`src/rtl/vga_fb_arbiter_if.sv`:
```
// vga_fb_arbiter_if
//   Bundles the display, pixel-writer and frame-buffer memory signals of
//   vga_fb_arbiter.
//   slave  modport : arbiter view (drives pix_data, underflow, fifo_level,
//                    wr_ack and the mem_* strobe/address/data)
//   master modport : environment view (display timing, writer, RAM model)
//   Optional: FB_UNDERFLOW_CNT_EN adds underflow_cnt[15:0] (arbiter output).
interface vga_fb_arbiter_if #(
  parameter int ADDR_W     = 19,
  parameter int DATA_W     = 24,
  parameter int FIFO_DEPTH = 16
);
  localparam int LVL_W = $clog2(FIFO_DEPTH) + 1;

  logic              frame_start;
  logic              pix_req;
  logic [DATA_W-1:0] pix_data;
  logic              underflow;
  logic [LVL_W-1:0]  fifo_level;
  logic              wr_req;
  logic [ADDR_W-1:0] wr_addr;
  logic [DATA_W-1:0] wr_data;
  logic              wr_ack;
  logic              mem_en;
  logic              mem_we;
  logic [ADDR_W-1:0] mem_addr;
  logic [DATA_W-1:0] mem_wdata;
  logic [DATA_W-1:0] mem_rdata;
`ifdef FB_UNDERFLOW_CNT_EN
  logic [15:0]       underflow_cnt;

  modport slave (
    input  frame_start, pix_req, wr_req, wr_addr, wr_data, mem_rdata,
    output pix_data, underflow, fifo_level, wr_ack,
           mem_en, mem_we, mem_addr, mem_wdata, underflow_cnt
  );
  modport master (
    output frame_start, pix_req, wr_req, wr_addr, wr_data, mem_rdata,
    input  pix_data, underflow, fifo_level, wr_ack,
           mem_en, mem_we, mem_addr, mem_wdata, underflow_cnt
  );
`else
  modport slave (
    input  frame_start, pix_req, wr_req, wr_addr, wr_data, mem_rdata,
    output pix_data, underflow, fifo_level, wr_ack,
           mem_en, mem_we, mem_addr, mem_wdata
  );
  modport master (
    output frame_start, pix_req, wr_req, wr_addr, wr_data, mem_rdata,
    input  pix_data, underflow, fifo_level, wr_ack,
           mem_en, mem_we, mem_addr, mem_wdata
  );
`endif
endinterface

```
`src/rtl/vga_fb_arbiter.sv`:
```
// vga_fb_arbiter
//   Shares one single-port frame-buffer RAM between the VGA display fetch
//   (through a prefetch FIFO) and a pixel writer. Reads win while the FIFO
//   is below LOW_WM (counting reads still in flight); writes take the
//   remaining memory cycles.
// Ports:
//   clk, rst_n : pixel clock, asynchronous active-low reset
//   bus        : vga_fb_arbiter_if.slave
//                display : frame_start, pix_req -> pix_data, underflow, fifo_level
//                writer  : wr_req, wr_addr, wr_data -> wr_ack
//                memory  : mem_en, mem_we, mem_addr, mem_wdata <- mem_rdata
// Optional: define FB_UNDERFLOW_CNT_EN for a saturating underflow_cnt[15:0].
//
// state   | meaning
// S_IDLE  | frame fully fetched; only writes are served
// S_FETCH | display reads and writes are arbitrated
module vga_fb_arbiter #(
  parameter int H_DISP     = 640,
  parameter int V_DISP     = 480,
  parameter int ADDR_W     = 19,
  parameter int DATA_W     = 24,
  parameter int FIFO_DEPTH = 16,
  parameter int LOW_WM     = 8
) (
  input  logic            clk,
  input  logic            rst_n,
  vga_fb_arbiter_if.slave bus
);
  localparam int PTR_W = $clog2(FIFO_DEPTH);
  localparam int LVL_W = PTR_W + 1;
  localparam int PIX_N = H_DISP * V_DISP;
  localparam logic [ADDR_W-1:0] LAST_ADDR = ADDR_W'(PIX_N - 1);
  localparam logic [ADDR_W:0]   PIX_N_X   = (ADDR_W+1)'(PIX_N);
  localparam logic [LVL_W:0]    DEPTH_X   = (LVL_W+1)'(FIFO_DEPTH);
  localparam logic [LVL_W:0]    LOW_WM_X  = (LVL_W+1)'(LOW_WM);

  typedef enum logic {S_IDLE = 1'b0, S_FETCH = 1'b1} state_t;

  state_t            state_q, state_d;
  logic [ADDR_W-1:0] rd_addr_q, rd_addr_d;
  logic [DATA_W-1:0] fifo_mem [FIFO_DEPTH];
  logic [PTR_W-1:0]  wr_ptr_q, rd_ptr_q;
  logic [LVL_W-1:0]  count_q;
  // [0]: read strobe on the memory bus now; [1]: its data is on mem_rdata now
  logic [1:0]        rd_pipe_q;

  logic [DATA_W-1:0] pix_data_q;
  logic              underflow_q;
  logic              wr_ack_q;
  logic              mem_en_q;
  logic              mem_we_q;
  logic [ADDR_W-1:0] mem_addr_q;
  logic [DATA_W-1:0] mem_wdata_q;

  logic [LVL_W:0]    occ;
  logic              read_ok;
  logic              urgent;
  logic              grant_rd;
  logic              grant_wr;
  logic              wr_in_range;
  logic              pop;
  logic              push;
  logic              uf_ev;

  // Occupancy includes reads already issued, so the FIFO can never overflow.
  assign occ = (LVL_W+1)'(count_q) + (LVL_W+1)'(rd_pipe_q[0]) + (LVL_W+1)'(rd_pipe_q[1]);
  // No read is decided in the restart cycle: its address would be stale.
  assign read_ok     = (state_q == S_FETCH) && !bus.frame_start && (occ < DEPTH_X);
  assign urgent      = occ < LOW_WM_X;
  assign wr_in_range = {1'b0, bus.wr_addr} < PIX_N_X;

  assign pop   = bus.pix_req && (count_q != '0) && !bus.frame_start;
  assign uf_ev = bus.pix_req && ((count_q == '0) || bus.frame_start);
  assign push  = rd_pipe_q[1] && !bus.frame_start;

  always_comb begin
    state_d   = state_q;
    rd_addr_d = rd_addr_q;
    grant_rd  = 1'b0;
    grant_wr  = 1'b0;
    // wr_ack high means the held request was just served; skip it once.
    if (read_ok && urgent) begin
      grant_rd = 1'b1;
    end else if (bus.wr_req && !wr_ack_q) begin
      grant_wr = 1'b1;
    end else if (read_ok) begin
      grant_rd = 1'b1;
    end
    if (grant_rd) begin
      rd_addr_d = rd_addr_q + ADDR_W'(1);
      if (rd_addr_q == LAST_ADDR) begin
        state_d = S_IDLE;
      end
    end
    if (bus.frame_start) begin
      state_d   = S_FETCH;
      rd_addr_d = '0;
    end
  end

  always_ff @(posedge clk or negedge rst_n) begin
    if (!rst_n) begin
      state_q     <= S_IDLE;
      rd_addr_q   <= '0;
      wr_ptr_q    <= '0;
      rd_ptr_q    <= '0;
      count_q     <= '0;
      rd_pipe_q   <= 2'b00;
      pix_data_q  <= '0;
      underflow_q <= 1'b0;
      wr_ack_q    <= 1'b0;
      mem_en_q    <= 1'b0;
      mem_we_q    <= 1'b0;
      mem_addr_q  <= '0;
      mem_wdata_q <= '0;
    end else begin
      state_q   <= state_d;
      rd_addr_q <= rd_addr_d;
      // Clearing the pipe marks every in-flight read as discarded.
      rd_pipe_q <= bus.frame_start ? 2'b00 : {rd_pipe_q[0], grant_rd};

      if (bus.frame_start) begin
        wr_ptr_q <= '0;
        rd_ptr_q <= '0;
        count_q  <= '0;
      end else begin
        if (push) wr_ptr_q <= wr_ptr_q + PTR_W'(1);
        if (pop)  rd_ptr_q <= rd_ptr_q + PTR_W'(1);
        count_q <= count_q + LVL_W'(push) - LVL_W'(pop);
      end

      if (pop) begin
        pix_data_q <= fifo_mem[rd_ptr_q];
      end else if (uf_ev) begin
        pix_data_q <= '0;
      end
      underflow_q <= uf_ev;

      wr_ack_q <= grant_wr;
      mem_en_q <= grant_rd || (grant_wr && wr_in_range);
      mem_we_q <= grant_wr && wr_in_range;
      if (grant_rd) begin
        mem_addr_q <= rd_addr_q;
      end else if (grant_wr && wr_in_range) begin
        mem_addr_q  <= bus.wr_addr;
        mem_wdata_q <= bus.wr_data;
      end
    end
  end

  always_ff @(posedge clk) begin
    if (push) begin
      fifo_mem[wr_ptr_q] <= bus.mem_rdata;
    end
  end

`ifdef FB_UNDERFLOW_CNT_EN
  logic [15:0] underflow_cnt_q;

  always_ff @(posedge clk or negedge rst_n) begin
    if (!rst_n) begin
      underflow_cnt_q <= '0;
    end else if (uf_ev && (underflow_cnt_q != 16'hFFFF)) begin
      underflow_cnt_q <= underflow_cnt_q + 16'd1;
    end
  end

  assign bus.underflow_cnt = underflow_cnt_q;
`endif

  assign bus.pix_data   = pix_data_q;
  assign bus.underflow  = underflow_q;
  assign bus.fifo_level = count_q;
  assign bus.wr_ack     = wr_ack_q;
  assign bus.mem_en     = mem_en_q;
  assign bus.mem_we     = mem_we_q;
  assign bus.mem_addr   = mem_addr_q;
  assign bus.mem_wdata  = mem_wdata_q;
endmodule

```
`src/flat_wrapper.sv`:
```
// flat-port wrapper written by rule: the top's interface ports become plain ports
module vga_fb_arbiter_flat 
#(
  parameter int H_DISP     = 640,
  parameter int V_DISP     = 480,
  parameter int ADDR_W     = 19,
  parameter int DATA_W     = 24,
  parameter int FIFO_DEPTH = 16,
  parameter int LOW_WM     = 8
)
  (clk, rst_n, bus_frame_start, bus_pix_req, bus_wr_req, bus_wr_addr, bus_wr_data, bus_mem_rdata, bus_pix_data, bus_underflow, bus_fifo_level, bus_wr_ack, bus_mem_en, bus_mem_we, bus_mem_addr, bus_mem_wdata);
  vga_fb_arbiter_if #(.ADDR_W(ADDR_W), .DATA_W(DATA_W), .FIFO_DEPTH(FIFO_DEPTH)) bus_i ();
  input  logic clk;
  input  logic rst_n;
  input wire logic [$bits(bus_i.frame_start)-1:0] bus_frame_start;
  input wire logic [$bits(bus_i.pix_req)-1:0] bus_pix_req;
  input wire logic [$bits(bus_i.wr_req)-1:0] bus_wr_req;
  input wire logic [$bits(bus_i.wr_addr)-1:0] bus_wr_addr;
  input wire logic [$bits(bus_i.wr_data)-1:0] bus_wr_data;
  input wire logic [$bits(bus_i.mem_rdata)-1:0] bus_mem_rdata;
  output wire logic [$bits(bus_i.pix_data)-1:0] bus_pix_data;
  output wire logic [$bits(bus_i.underflow)-1:0] bus_underflow;
  output wire logic [$bits(bus_i.fifo_level)-1:0] bus_fifo_level;
  output wire logic [$bits(bus_i.wr_ack)-1:0] bus_wr_ack;
  output wire logic [$bits(bus_i.mem_en)-1:0] bus_mem_en;
  output wire logic [$bits(bus_i.mem_we)-1:0] bus_mem_we;
  output wire logic [$bits(bus_i.mem_addr)-1:0] bus_mem_addr;
  output wire logic [$bits(bus_i.mem_wdata)-1:0] bus_mem_wdata;
  assign bus_i.frame_start = bus_frame_start;
  assign bus_i.pix_req = bus_pix_req;
  assign bus_i.wr_req = bus_wr_req;
  assign bus_i.wr_addr = bus_wr_addr;
  assign bus_i.wr_data = bus_wr_data;
  assign bus_i.mem_rdata = bus_mem_rdata;
  assign bus_pix_data = bus_i.pix_data;
  assign bus_underflow = bus_i.underflow;
  assign bus_fifo_level = bus_i.fifo_level;
  assign bus_wr_ack = bus_i.wr_ack;
  assign bus_mem_en = bus_i.mem_en;
  assign bus_mem_we = bus_i.mem_we;
  assign bus_mem_addr = bus_i.mem_addr;
  assign bus_mem_wdata = bus_i.mem_wdata;
  vga_fb_arbiter #(.H_DISP(H_DISP), .V_DISP(V_DISP), .ADDR_W(ADDR_W), .DATA_W(DATA_W), .FIFO_DEPTH(FIFO_DEPTH), .LOW_WM(LOW_WM)) u_core (.clk(clk), .rst_n(rst_n), .bus(bus_i));
endmodule
```
`config.mk`:
```
export PLATFORM = sky130hd
export DESIGN_NAME = vga_fb_arbiter_flat
export DESIGN_NICKNAME = d
export VERILOG_FILES = /design/src/rtl/vga_fb_arbiter_if.sv /design/src/rtl/vga_fb_arbiter.sv /design/src/flat_wrapper.sv
export SDC_FILE = /design/constraint.sdc
export NUM_CORES = 1
export LEC_CHECK = 0
export CORE_AREA = 2 2 225 227
export CTS_CLUSTER_SIZE = 14
export DETAILED_ROUTE_END_ITERATION = 6
export DIE_AREA = 0 0 227 229
export GPL_ROUTABILITY_DRIVEN = 1
export HOLD_SLACK_MARGIN = 0.02
export PLACE_DENSITY = 0.66
export SYNTH_ARGS = -nofsm -noshare
export SYNTH_HDL_FRONTEND = slang
export SYNTH_SLANG_ARGS = --single-unit
```
`constraint.sdc`:
```
create_clock -name clk -period 2.7 [get_ports clk]
set_input_delay 0.81 -clock clk [delete_from_list [all_inputs] [get_ports clk]]
set_output_delay 0.81 -clock clk [all_outputs]
set_load 0.01 [all_outputs]
```
Figure 1. M2 wires.
(2 px per um)
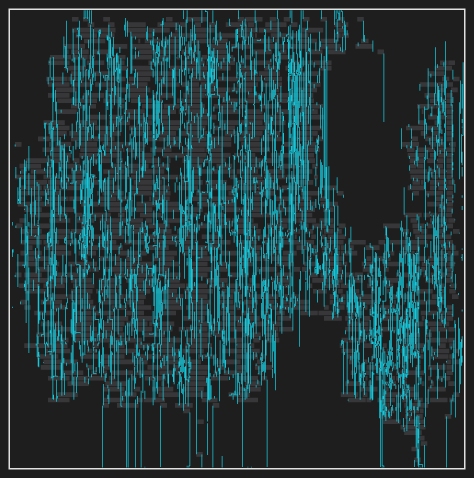
The longest straight run is 106 um. 1,199 nets have wire on it. The wires run mostly vertical.

Figure 2. Routed clock nets over the placement.
(2 px per um)
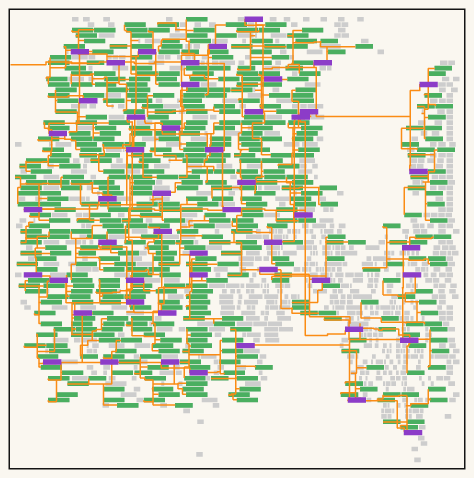
clock wires: marked orange, length 5,690 um. clock-net drivers: marked purple, count 50. flip-flops: marked green, count 490.
Position of the flops: spread over the die.
Clk pwr share: 0.332
clk_lat worst skew: 0.60 ns

==> run notes <==
impl run done, here's what came out: outcome=finished clean, DP HPWL=25.9 mm, Buffers, non-clock=225, Most Crowded Layer GR=met2, overall power=19,800 uW, # hold bufs at CTS=0, Placed Cells=1,872, Setup CP Type=register to output port, total gr overflow=0, nature of the critical path startpoint=register, most common cell in the netlist=edfxtp_1, Final GP Congestion=0.792, initial antenna violation count=3, comb area leader=multiplexers, Fin Hold WS=0.220 ns, Seq/total area=0.585, root buffer cell=clkbuf_16, Worst VDD drop=551 uV, fa+ha+maj area frac=0.0112, Clock buffer cells=61, met2 Track Usage GR=0.275, DRC=0, placed cell area=22,600 um^2, CTS tree=done, Synth top cells by count=384 x edfxtp_1, 106 x dfrtp_1, 96 x mux4_2, PwrDens=816 nW/um^2, Logic area=5150 um^2, post-synth design cell area=19,600 um^2, yosys simple share=0.0507, Clk power=6580 uW, Final non-clock buffer share=0.102, seq_cells=490, die area=52,000 um^2, R2R Path Start=u_core.bus.fifo_level[3], syn avg cell area=19.0 um^2, Post-synth EDFFs=384, routed length on met1=17.8 mm, Worst EP required=1.89 ns, Reg clk slew, reported paths=0.06 ns, Floorplan Utilization=0.394, most frequent cells in the layout=384 x edfxtp_1, 146 x clkdlybuf4s50_1, 103 x dfrtp_1, Inverters excl. clock=12, Worst Path Buf+Inv=2, CP Capture Point=bus_fifo_level[1], first-pass GRT wire length=64.5 mm, Log Warnings=33, WL met2=20.8 mm, CTS sink count=490, Post-CTS Setup Bufs=0, mi-comb count=475, Fin. Hold Viols=0, Cells after Synth=1,031, Final Net Count=1,343, Clock Skews=0.0254 ns, Sequential Power Share=0.451, clock-cell share of area=0.0649, drt first-iter violations=805, FF-to-FF End=u_core.bus.fifo_level[4], top power group=sequential cells, Yosys Instances=1,031, CP startpoint=u_core.bus.fifo_level[1], crit path time final=2.55 ns, register-to-register setup slack=0.17 ns, Net Sw Frac=0.256, CP endpoint kind=output port, Reg area=14,200 um^2, largest net degree at the start of global routing=50, die height=229 um, Async SR Flop Fraction=0.216, fill count=4,156, Yosys warnings=0, crit path max fanout=7, Synth mux share=0.163, Die Wd=227 um, R2R depth=15, worst path arrival time=1.74 ns
Figure 3. Port wiring.
(1.5 px per um)
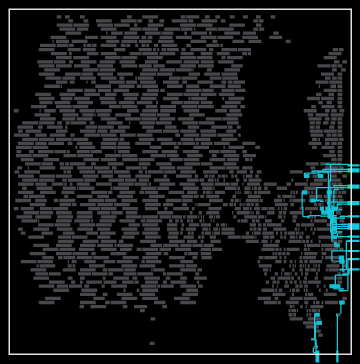
bus_wr_addr: marked cyan, bits 19, direction input, edge 16 right, 3 bottom, end cells 22, buffers 22, wire 684 um.
IO Pins: 148
port bufs: 147

Figure 4. Cells coloured by class.
(1.5 px per um) Fill, decap, tap and diode cells in grey.
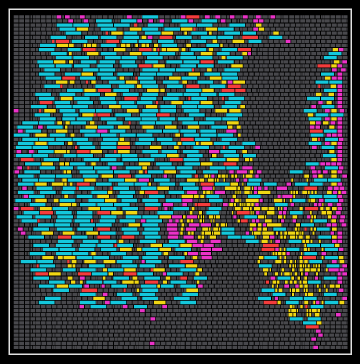
registers: marked cyan, cells 490, share of their area 61%. remaining logic cells: marked yellow, cells 487, share of their area 22%. remaining buffers and delay cells: marked magenta, cells 225, share of their area 11%. clock drivers and dummy loads: marked red, cells 93, share of their area 6.7%.
core area: 49,700 um^2
# rows: 82

Power and IR drop assume default switching activity.
